--- config.mk ---
export PLATFORM = sky130hd
export DESIGN_NAME = chunked_adder
export DESIGN_NICKNAME = d
export VERILOG_FILES = /design/src/rtl/chunked_adder.sv
export SDC_FILE = /design/constraint.sdc
export NUM_CORES = 1
export LEC_CHECK = 0
export ABC_AREA = 1
export CAP_MARGIN = 25
export CORE_ASPECT_RATIO = 0.75
export CORE_UTILIZATION = 25
export CTS_BUF_LIST = sky130_fd_sc_hd__clkbuf_4 sky130_fd_sc_hd__clkbuf_8 sky130_fd_sc_hd__clkbuf_16
export DETAILED_ROUTE_END_ITERATION = 10
export PLACE_DENSITY = 0.53
export SLEW_MARGIN = 20
export SYNTH_ARGS = -nofsm -noshare
export SYNTH_HDL_FRONTEND = slang
export SYNTH_SLANG_ARGS = --single-unit
--- constraint.sdc ---
create_clock -name clk -period 3 [get_ports clk]
set_input_delay 0.9 -clock clk [delete_from_list [all_inputs] [get_ports clk]]
set_output_delay 0.9 -clock clk [all_outputs]
set_load 0.02 [all_outputs]
--- src/rtl/chunked_adder.sv ---
// Multi-cycle WIDTH-bit adder/subtractor, CHUNK bits per clock with a registered ripple carry.
// Latency: result valid NCH cycles after the accept edge; one op per NCH+2 cycles.
// Backpressure: result held in DONE until out_ready; in_ready is high only in IDLE.
module chunked_adder #(
    parameter int WIDTH = 16,
    parameter int CHUNK = 4
) (
    input  logic             clk,
    input  logic             rst_n,
    input  logic             in_valid,
    output logic             in_ready,
    input  logic [WIDTH-1:0] a,
    input  logic [WIDTH-1:0] b,
    input  logic             cin,
    input  logic             sub,
    output logic             out_valid,
    input  logic             out_ready,
    output logic [WIDTH-1:0] sum,
    output logic             cout,
    output logic             ovf
);
    localparam int NCH = WIDTH / CHUNK;
    localparam int KW  = (NCH > 1) ? $clog2(NCH) : 1;

    typedef enum logic [1:0] {IDLE, RUN, DONE} state_t;

    state_t             state_q, state_d;
    logic [WIDTH-1:0]   opa_q, opa_d;
    logic [WIDTH-1:0]   opb_q, opb_d;
    logic [WIDTH-1:0]   psum_q, psum_d;
    logic [WIDTH-1:0]   sum_q, sum_d;
    logic               carry_q, carry_d;
    logic               cout_q, cout_d;
    logic               ovf_q, ovf_d;
    logic [KW-1:0]      k_q, k_d;

    logic [CHUNK-1:0]   chunk_a, chunk_b;
    logic [CHUNK:0]     chunk_res;
    logic [WIDTH-1:0]   res_full;

    always_comb begin
        chunk_a  = '0;
        chunk_b  = '0;
        res_full = psum_q;
        for (int i = 0; i < NCH; i++) begin
            if (k_q == KW'(i)) begin
                chunk_a = opa_q[i*CHUNK +: CHUNK];
                chunk_b = opb_q[i*CHUNK +: CHUNK];
            end
        end
        chunk_res = {1'b0, chunk_a} + {1'b0, chunk_b} + {{CHUNK{1'b0}}, carry_q};
        for (int i = 0; i < NCH; i++) begin
            if (k_q == KW'(i)) begin
                res_full[i*CHUNK +: CHUNK] = chunk_res[CHUNK-1:0];
            end
        end
    end

    always_comb begin
        state_d   = state_q;
        opa_d     = opa_q;
        opb_d     = opb_q;
        psum_d    = psum_q;
        sum_d     = sum_q;
        carry_d   = carry_q;
        cout_d    = cout_q;
        ovf_d     = ovf_q;
        k_d       = k_q;
        in_ready  = 1'b0;
        out_valid = 1'b0;
        case (state_q)
            IDLE: begin
                in_ready = 1'b1;
                if (in_valid) begin
                    // Subtract as a + ~b + 1, so the borrow shows up as cout=0.
                    opa_d   = a;
                    opb_d   = sub ? ~b : b;
                    carry_d = sub ? 1'b1 : cin;
                    psum_d  = '0;
                    k_d     = '0;
                    state_d = RUN;
                end
            end
            RUN: begin
                psum_d  = res_full;
                carry_d = chunk_res[CHUNK];
                if (k_q == KW'(NCH - 1)) begin
                    sum_d   = res_full;
                    cout_d  = chunk_res[CHUNK];
                    ovf_d   = (opa_q[WIDTH-1] == opb_q[WIDTH-1]) &
                              (res_full[WIDTH-1] != opa_q[WIDTH-1]);
                    state_d = DONE;
                end else begin
                    k_d = k_q + KW'(1);
                end
            end
            DONE: begin
                out_valid = 1'b1;
                if (out_ready) begin
                    state_d = IDLE;
                end
            end
            default: state_d = IDLE;
        endcase
    end

    always_ff @(posedge clk or negedge rst_n) begin
        if (!rst_n) begin
            state_q <= IDLE;
            opa_q   <= '0;
            opb_q   <= '0;
            psum_q  <= '0;
            sum_q   <= '0;
            carry_q <= 1'b0;
            cout_q  <= 1'b0;
            ovf_q   <= 1'b0;
            k_q     <= '0;
        end else begin
            state_q <= state_d;
            opa_q   <= opa_d;
            opb_q   <= opb_d;
            psum_q  <= psum_d;
            sum_q   <= sum_d;
            carry_q <= carry_d;
            cout_q  <= cout_d;
            ovf_q   <= ovf_d;
            k_q     <= k_d;
        end
    end

    assign sum  = sum_q;
    assign cout = cout_q;
    assign ovf  = ovf_q;
endmodule

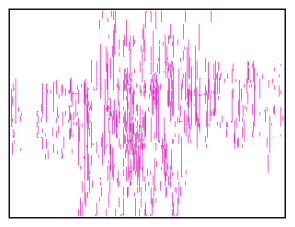
(met2 routing)
(2 px per um)
The layer carries 3610 um of wire. The wires run mostly vertical. The layer holds 44% of the routed length.

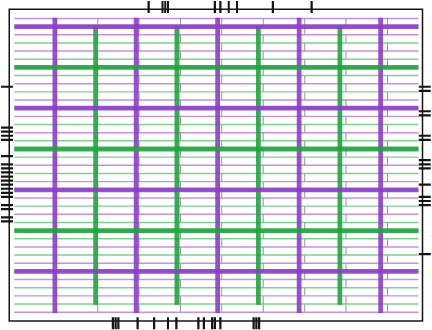
(PDN straps and rails)
(3 px per um) Pins as bars on the die edge. Tap cells in gray.
Key: VSS = purple; VDD = green
37 met1 rails follow the rows. 171 tap cells.

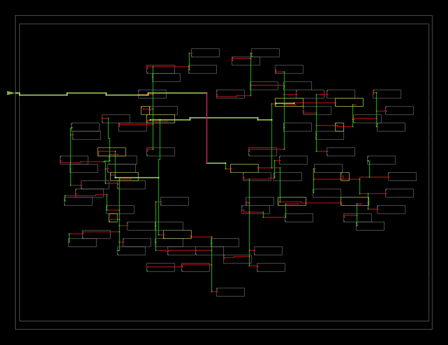
(clock nets)
clock network power consumption: 0.927 mW
sequential cells: 68

==> flow_summary.ini <==
; physical design summary
[grt]
antenna_violations_before_repair = 0
grt_pass1_wl_um = 13800

[cells_and_area]
share_of_final_layout_standard_cells_stronger_than_drive_strength_1_pct = 11.0
area_growth_syn_to_fin_pct = 29.3

[power_and_ir_drop]
internal_power_mw = 2.98
p_leak_nw = 2.07
part_of_the_total_power_dissipated_in_sequential_elements_pct = 30.1
report.power.total_mw = 5.26

[yosys]
yosys.cell_types.count = 29
synth-area-yosys_um2 = 3430
synthesis.nets = 440
ys_cells = 393
share_of_the_synthesized_area_in_the_top_cell_type_pct = 49.6
ys_ff = 68

[status]
result_of_the_run = finished clean

[sta]
drv_slew = 0
min_period_ns = 2.79

[floorplan]
design.portCount = 58
die-height_um = 103
row_count = 36

[worst_hold_path]
holdCritPathClass = flip-flop to flip-flop
min_path_cells = 2

[clock_network]
clock-root-buffer = sky130_fd_sc_hd__clkbuf_16
cts_buffer_depth = 2
insertion_delay_at_the_late_pin_of_the_worst_skew_pair_ns = 0.32
path_clk_slew_ns = 0.05
post_cts_hold_buffer_count = 0
tritoncts = done

[critical_path]
rr_worst_depth = 14
worst_stage_delay_on_the_critical_path_ns = 0.48
crit_fanout = 5
worst_setup_path_start_kind = flip-flop
critPathArrivalTime_ns = 2.98

[route]
drt-vias-per-instance = 4.33
drt_drc_violations_left = 0
routed_wirelength_um = 8120

[flow_run]
openroad.warnings = 29
max_cap_violations = 0

[placement]
buffer_ports.inserted = 57
dp_hpwl_um = 6200
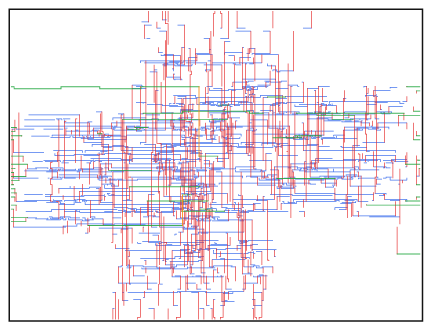
(signal wires by layer)
(3 px per um)
Key: metal 2 = red [wire length 3610 um]; metal 3 = green [wire length 468 um]; metal 1 = blue [wire length 4010 um]; metal 4 = orange [wire length 33.3 um]

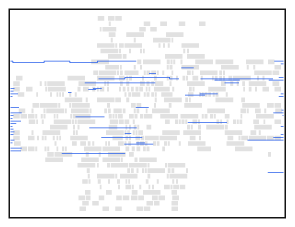
(metal 3)
(2 px per um) Cells faint in the background.
50 nets have wire on it. The layer carries 468 um of wire. The layer holds 5.8% of the routed length.

==> power groups by stage <==
stage | clock, mW | sequential [mW] | combinational (mW)
3_5_place_dp | 0 | 1.59 | 2.70
5_1_grt | 0.996 | 1.63 | 3.16
3_3_place_gp | 0 | 1.59 | 2.63
2_1_floorplan | 0 | 1.64 | 1.79
4_1_cts | 0.956 | 1.58 | 2.70
6_report | 0.927 | 1.58 | 2.75
==> routing by layer <==
layer  wire, um  vias to the layer above  part of all wire [%]  global-route usage [%]
li1           -                     1375                     -                       -
met2       3610                       75                    44                    20.0
met1       4010                     1251                    49                    17.5
met3        468                        4                   5.8                    4.24
met5          0                        -                     0                       0
met4         33                        0                  0.41                    3.80
==> logic make-up (layout without fill, tap and decap cells) <==
group	count (synthesis)	after routing	synth area share (%)
and+or+nand+nor	150	150	18.9
DFF	68	68	49.6
adders and majority gates	9	9	3.72
AOI/OAI and AO/OA	90	90	15.0
xor gates and xnor gates	17	17	4.34
buffers and inverters	59	120	8.46
==> Yosys cell counts, drive strengths merged <==
| cell type | instances |
|---|---|
| o22ai | 5 |
| nor2 | 9 |
| o221ai | 1 |
| xnor2 | 2 |
| nand3 | 10 |
| a21oi | 10 |
| xor2 | 15 |
| clkbuf | 4 |
| nand2 | 129 |
| ha | 7 |
| or2 | 2 |
| inv | 40 |
| buf | 15 |
| o31ai | 2 |
| o21ai | 66 |
| o21bai | 1 |
| dfrtp | 68 |
| o211ai | 1 |
| fa | 2 |
| a22oi | 4 |
==> tightest hold or removal path, cell delays in order, from the launching register on <==
cell                      delay (ns)
sky130_fd_sc_hd__dfrtp_1        0.34
sky130_fd_sc_hd__nand2_1        0.05
sky130_fd_sc_hd__nand2_1        0.04
==> what timing repair did <==
item,in CTS,in global routing
resized,0,7
endpoints found under the hold margin,0,0
endpoints found under the setup margin,0,20
==> stage by stage <==
stage,util [%],setup WS [ns],cell area [um2]
final,33.6,0.215,4440
after CTS,33.5,0.0968,4420
after floorplan,-,0.347,3430
after global placement,31.6,0.266,4170
after detailed placement,31.6,0.108,4170
after global routing,33.6,0.00415,4440
==> worst paths after layout <==
path                              endpoint  slack, ns  startpoint
worst min register to register      sum[5]       0.47      sum[5]
max in group asynchronous       psum_q[15]       1.85       rst_n
worst max register to register   psum_q[9]       0.21      k_q[1]
min in group asynchronous           sum[3]       0.52       rst_n
worst max-delay path             psum_q[9]       0.21      k_q[1]
worst min-delay path                sum[5]       0.47      sum[5]
==> registers in the layout, summed over array words and instances, names as in the netlist <==
register / flops
ovf: 1
k_q: 2
opb_q: 16
cout: 1
carry_q: 1
state_q: 2
opa_q: 16
psum_q: 13
sum: 16
==> cell type report <==
class	instances	area (um2)	area share, %
timing repair buffer	67	653	14.7
clock buffer	13	255	5.75
sequential	68	1700	38.4
inverter	40	158	3.55
tap	171	214	4.82
multi-input combinational	266	1450	32.8
Power figures rest on the tool's default switching activity, not on a simulated workload.
